$ cat config.mk
export PLATFORM = sky130hd
export DESIGN_NAME = hr_peak_rate
export DESIGN_NICKNAME = d
export VERILOG_FILES = /design/src/rtl/hr_peak_rate.sv
export SDC_FILE = /design/constraint.sdc
export NUM_CORES = 1
export LEC_CHECK = 0
export ABC_CLOCK_PERIOD_IN_PS = 3400
export CAP_MARGIN = 20
export CORE_MARGIN = 1
export CORE_UTILIZATION = 25
export CTS_CLUSTER_SIZE = 30
export DETAILED_ROUTE_END_ITERATION = 8
export GPL_TIMING_DRIVEN = 0
export PLACE_DENSITY_LB_ADDON = 0.2
export SLEW_MARGIN = 30
export SYNTH_ARGS = -nofsm -noshare
export SYNTH_HDL_FRONTEND = slang
export SYNTH_SLANG_ARGS = --single-unit
$ cat constraint.sdc
create_clock -name clk_1MHz -period 3.4 [get_ports clk_1MHz]
set_input_delay 1.02 -clock clk_1MHz [delete_from_list [all_inputs] [get_ports clk_1MHz]]
set_output_delay 1.02 -clock clk_1MHz [all_outputs]
set_load 0.03 [all_outputs]
$ cat src/rtl/hr_peak_rate.sv
// hr_peak_rate: hysteresis peak detector on the IR sample stream plus a serial
// divider that turns the beat interval into BPM. Build option HR_AVG4_EN averages the last four BPM values.
module hr_peak_rate #(
  parameter int unsigned SAMPLE_RATE_HZ = 32'd100,
  parameter int unsigned HYST           = 32'd64,
  parameter int unsigned MIN_INTERVAL   = 32'd30,
  parameter int unsigned MAX_INTERVAL   = 32'd300
) (
  input  logic        clk_1MHz,
  input  logic        rst_n,
  input  logic        sample_valid,
  input  logic [15:0] ir_sample,
  output logic [15:0] heart_rate,
  output logic        hr_valid,
  output logic        beat
);

  localparam logic [15:0] NUMER   = 16'(32'd60 * SAMPLE_RATE_HZ);
  localparam logic [16:0] HYST_W  = 17'(HYST);
  localparam logic [15:0] MIN_INT = 16'(MIN_INTERVAL);
  localparam logic [15:0] MAX_INT = 16'(MAX_INTERVAL);
  localparam logic [15:0] SAT_INT = 16'(MAX_INTERVAL + 32'd1);

  typedef enum logic {DET_RISE = 1'b0, DET_FALL = 1'b1} det_state_t;
  typedef enum logic [1:0] {
    DIV_IDLE = 2'd0,
    DIV_RUN  = 2'd1,
    DIV_DONE = 2'd2,
    DIV_AVG  = 2'd3
  } div_state_t;

  det_state_t  det_state_r, det_next_s;
  logic [15:0] run_max_r, run_max_next_s;
  logic [15:0] run_min_r, run_min_next_s;
  logic [16:0] samp_hyst_s, min_hyst_s;
  logic        peak_s;
  logic [15:0] interval_r, interval_next_s;
  logic        have_prev_r, have_prev_next_s;
  logic        timeout_s;
  logic        start_div_s;
  logic        div_busy_s;
  div_state_t  div_state_r, div_next_s;
  logic [15:0] rem_r, rem_next_s;
  logic [16:0] rem_sh_s, diff_s;
  logic [15:0] quo_r, quo_next_s;
  logic [15:0] dvs_r, dvs_next_s;
  logic [3:0]  cnt_r, cnt_next_s;
  logic        q_bit_s;
  logic [15:0] hr_next_s;
  logic        hr_valid_next_s;

  assign div_busy_s = (div_state_r != DIV_IDLE);

  // Peak/trough tracking with hysteresis; sums are 17 bits so nothing wraps
  always_comb begin
    det_next_s     = det_state_r;
    run_max_next_s = run_max_r;
    run_min_next_s = run_min_r;
    peak_s         = 1'b0;
    samp_hyst_s    = {1'b0, ir_sample} + HYST_W;
    min_hyst_s     = {1'b0, run_min_r} + HYST_W;
    if (sample_valid) begin
      case (det_state_r)
        DET_RISE: begin
          if (ir_sample > run_max_r) begin
            run_max_next_s = ir_sample;
          end else begin
            run_max_next_s = run_max_r;
          end
          if (samp_hyst_s < {1'b0, run_max_r}) begin
            peak_s         = 1'b1;
            det_next_s     = DET_FALL;
            run_min_next_s = ir_sample;
          end else begin
            det_next_s     = DET_RISE;
          end
        end
        DET_FALL: begin
          if (ir_sample < run_min_r) begin
            run_min_next_s = ir_sample;
          end else begin
            run_min_next_s = run_min_r;
          end
          if ({1'b0, ir_sample} > min_hyst_s) begin
            det_next_s     = DET_RISE;
            run_max_next_s = ir_sample;
          end else begin
            det_next_s     = DET_FALL;
          end
        end
        default: det_next_s = DET_RISE;
      endcase
    end else begin
      det_next_s = det_state_r;
    end
  end

  // Beat interval counter, timeout detection and divider start decision
  always_comb begin
    interval_next_s  = interval_r;
    have_prev_next_s = have_prev_r;
    timeout_s        = 1'b0;
    start_div_s      = 1'b0;
    if (peak_s) begin
      interval_next_s = 16'd1;
      if (!have_prev_r) begin
        have_prev_next_s = 1'b1;
      end else if ((interval_r >= MIN_INT) && (interval_r <= MAX_INT) && !div_busy_s) begin
        start_div_s = 1'b1;
      end else begin
        start_div_s = 1'b0;
      end
    end else if (sample_valid && (interval_r < SAT_INT)) begin
      interval_next_s = interval_r + 16'd1;
      if (interval_r == MAX_INT) begin
        timeout_s        = 1'b1;
        have_prev_next_s = 1'b0;
      end else begin
        timeout_s        = 1'b0;
      end
    end else begin
      interval_next_s = interval_r;
    end
  end

  // Detector and interval state registers
  always_ff @(posedge clk_1MHz or negedge rst_n) begin
    if (!rst_n) begin
      det_state_r <= DET_RISE;
      run_max_r   <= 16'h0000;
      run_min_r   <= 16'hFFFF;
      interval_r  <= 16'h0000;
      have_prev_r <= 1'b0;
    end else begin
      det_state_r <= det_next_s;
      run_max_r   <= run_max_next_s;
      run_min_r   <= run_min_next_s;
      interval_r  <= interval_next_s;
      have_prev_r <= have_prev_next_s;
    end
  end

  // Restoring divider: numerator shifts out of quo_r MSB-first as quotient bits shift in
  always_comb begin
    div_next_s = div_state_r;
    rem_next_s = rem_r;
    quo_next_s = quo_r;
    dvs_next_s = dvs_r;
    cnt_next_s = cnt_r;
    rem_sh_s   = {rem_r, quo_r[15]};
    diff_s     = rem_sh_s - {1'b0, dvs_r};
    q_bit_s    = ~diff_s[16];
    case (div_state_r)
      DIV_IDLE: begin
        if (start_div_s) begin
          div_next_s = DIV_RUN;
          rem_next_s = 16'h0000;
          quo_next_s = NUMER;
          dvs_next_s = interval_r;
          cnt_next_s = 4'd0;
        end else begin
          div_next_s = DIV_IDLE;
        end
      end
      DIV_RUN: begin
        if (q_bit_s) begin
          rem_next_s = diff_s[15:0];
        end else begin
          rem_next_s = rem_sh_s[15:0];
        end
        quo_next_s = {quo_r[14:0], q_bit_s};
        cnt_next_s = cnt_r + 4'd1;
        if (cnt_r == 4'd15) begin
          div_next_s = DIV_DONE;
        end else begin
          div_next_s = DIV_RUN;
        end
      end
      DIV_DONE: begin
`ifdef HR_AVG4_EN
        if (timeout_s) begin
          div_next_s = DIV_IDLE;
        end else begin
          div_next_s = DIV_AVG;
        end
`else
        div_next_s = DIV_IDLE;
`endif
      end
      DIV_AVG: div_next_s = DIV_IDLE;
      default: div_next_s = DIV_IDLE;
    endcase
  end

  // Divider state and datapath registers
  always_ff @(posedge clk_1MHz or negedge rst_n) begin
    if (!rst_n) begin
      div_state_r <= DIV_IDLE;
      rem_r       <= 16'h0000;
      quo_r       <= 16'h0000;
      dvs_r       <= 16'h0000;
      cnt_r       <= 4'd0;
    end else begin
      div_state_r <= div_next_s;
      rem_r       <= rem_next_s;
      quo_r       <= quo_next_s;
      dvs_r       <= dvs_next_s;
      cnt_r       <= cnt_next_s;
    end
  end

`ifdef HR_AVG4_EN
  logic [3:0][15:0] win_r;
  logic             win_fill_r;
  logic [17:0]      avg_sum_s;

  assign avg_sum_s = {2'b00, win_r[0]} + {2'b00, win_r[1]} + {2'b00, win_r[2]} + {2'b00, win_r[3]};

  // Four-entry BPM window; the first value after reset or timeout fills every slot
  always_ff @(posedge clk_1MHz or negedge rst_n) begin
    if (!rst_n) begin
      win_r      <= {4{16'h0000}};
      win_fill_r <= 1'b0;
    end else if (timeout_s) begin
      win_r      <= {4{16'h0000}};
      win_fill_r <= 1'b0;
    end else if (div_state_r == DIV_DONE) begin
      if (win_fill_r) begin
        win_r <= {win_r[2], win_r[1], win_r[0], quo_r};
      end else begin
        win_r <= {4{quo_r}};
      end
      win_fill_r <= 1'b1;
    end
  end
`endif

  // Output update; a timeout overrides a result landing in the same cycle
  always_comb begin
    hr_next_s       = heart_rate;
    hr_valid_next_s = 1'b0;
    if (timeout_s) begin
      hr_next_s       = 16'h0000;
      hr_valid_next_s = 1'b1;
`ifdef HR_AVG4_EN
    end else if (div_state_r == DIV_AVG) begin
      hr_next_s       = avg_sum_s[17:2];
      hr_valid_next_s = 1'b1;
`else
    end else if (div_state_r == DIV_DONE) begin
      hr_next_s       = quo_r;
      hr_valid_next_s = 1'b1;
`endif
    end else begin
      hr_next_s       = heart_rate;
      hr_valid_next_s = 1'b0;
    end
  end

  // Registered outputs
  always_ff @(posedge clk_1MHz or negedge rst_n) begin
    if (!rst_n) begin
      heart_rate <= 16'h0000;
      hr_valid   <= 1'b0;
      beat       <= 1'b0;
    end else begin
      heart_rate <= hr_next_s;
      hr_valid   <= hr_valid_next_s;
      beat       <= peak_s;
    end
  end

endmodule

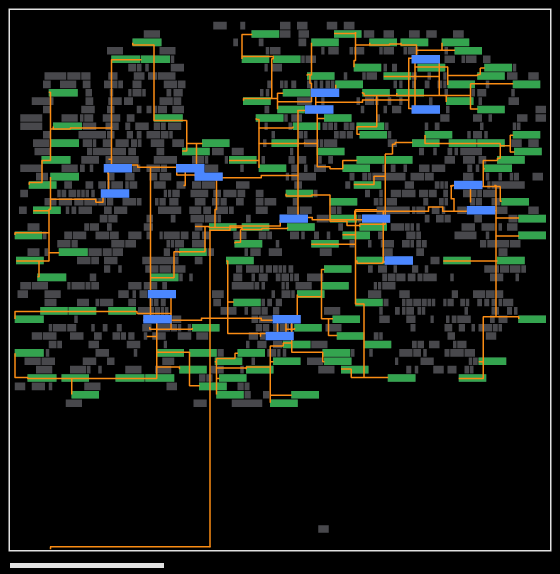
(images/clk_routes.png)
Scale bar: 50 um.
clock wires -> orange  # length 2140 um
flip-flops -> green  # count 122
clock drivers -> blue  # count 17
routed clock nets = 18
Insertion Delay late pin: 0.42 ns
power dissipated in the clock network: 1.97 mW
part of the total power dissipated in the clock network: 0.258
final clock skew: 0.00826 ns

==> commit_impl_results.txt <==
Log flow metrics for this revision

- Run status: completed
- Met2 track demand over resource in global routing: 0.201
- Net switching fraction of the power: 0.360
- The pre-CTS setup check shows a worst slack of -1.30 ns.
- The most critical setup path has its endpoint at run_min_r[4]$_DFFE_PN1P_.
- Synthesis inferred 122 register bits.
- In the final report, the number of pins over their slew limit comes to 0.
- The tree built by TritonCTS fans out to 122 sinks.
* Overflow left after global routing: 0
* Cells on Worst Hold Path: 1
- met2 is the most crowded layer.
- Final hold viol count: 0
- Of all the cell area in the finished design, non-clock buffers hold 0.0893.
- Entering global routing, the biggest net connects 69 pins.
* Fmax achieved: 298 MHz
- Average wire per standard cell: 15.3 um
- DRC violation count after routing: 0
- The worst hold path terminates at have_prev_r$_DFFE_PN0P_.
* Setup Fix Bufs, Post-CTS: 6
- Post-Route Utilization: 0.327
* First-pass iteration count of the detailed router: 4
- The number of antenna violations at the first check in global routing is 0.
* Library cells used by synthesis: 61
* Crit path capture type: flip-flop
* Worst Hold Class: reg2reg
- Met1 GRT Util: 0.172
- MUX area fraction: 0.109
- The main area contributors are dfrtp_1 (35%), ha_1 (12%), dfstp_2 (5.6%), mux2i_1 (4.5%), nor2_1 (3.5%).
- Synth Area in Adders: 0.126
- The routed design has 18800 um of wire.
* Post-route total power: 7.62 mW
* Reg-to-reg critical path endpoint: run_max_r[14]$_DFFE_PN0P_
- Final ANT Viol Nets: 0
- Setup WS post-layout: 0.0452 ns
- The die is 175 um wide.
* Largest delay share family, worst path: simple AND/OR/NAND/NOR gates
* Area share of and/or/nand/nor cells after synthesis: 0.148
* IO Count: 37
* Vias post-DR: 5538
- Clock buffers in the final layout number 21.
* Worst ir drop on vdd: 0.404 mV
- Once the clock tree was built, the resizer swapped 65 gates to a different size.
* Cell taking the most area after synthesis: dfrtp_1
- For this floorplan the total number of well-tap instances is 384.
- Area share, top type: 0.354
- Start point of the critical path: ir_sample[11]
- Number of DRC violations after detailed-routing iteration 0: 260
* Leading post-synthesis cells by instance count: dfrtp_1 (106), ha_1 (74), nor2_1 (70), inv_1 (60), nand2_1 (58)
- The number of cells on the worst reg-to-reg path is 15.
- Post-route standard cell area excluding fillers: 9500 um^2
- Pre-Place Util: 0.257
- The repair_antennas step left the layout with diodes totalling 0.
- In the synthesized netlist, the dominant kind of combinational cell is simple AND/OR/NAND/NOR gates.
- Via count of the first global-routing pass: 5598
- Worst-margin pin slew: 0.743 ns
- In this run the clock root is driven by a clkbuf_16.
- CTS added clock buffers totalling 17.
- Area occupied by multi-input gates: 4240 um^2
- Start point of the worst min-delay path: have_prev_r$_DFFE_PN0P_
* Wl on met1: 9330 um
* Grt met3 use: 0.0259
- Final total negative setup slack: 0 ns
* Sum of buffers and inverters on the critical path: 3
* Placed cell count: 1166
- Post-synth net total: 839
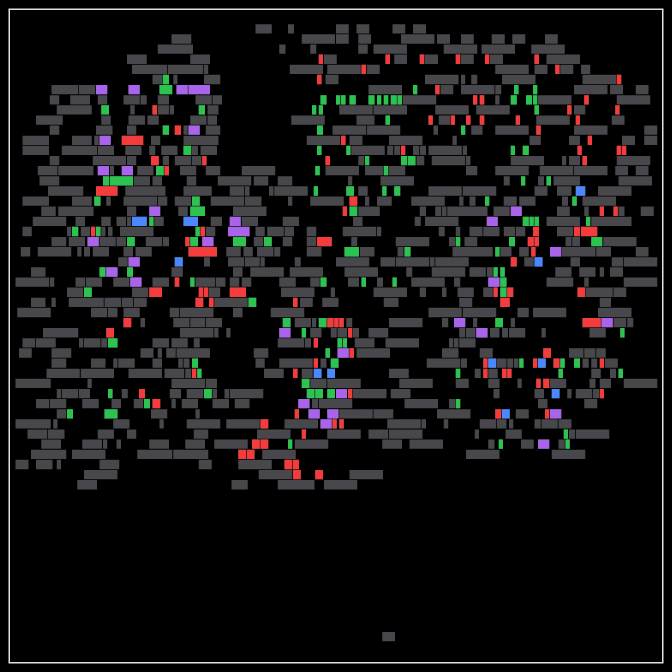
(images/logic_types.png)
nor cells -> red  # cells 107
and/or cells -> blue  # cells 11
xor and xnor cells -> purple  # cells 32
nand cells -> green  # cells 113
fraction of area in multi-input gates: 0.447
most common library cell in the layout ignoring fill and taps: dfrtp_1
fin cells: 1227

Power and IR drop assume default switching activity.
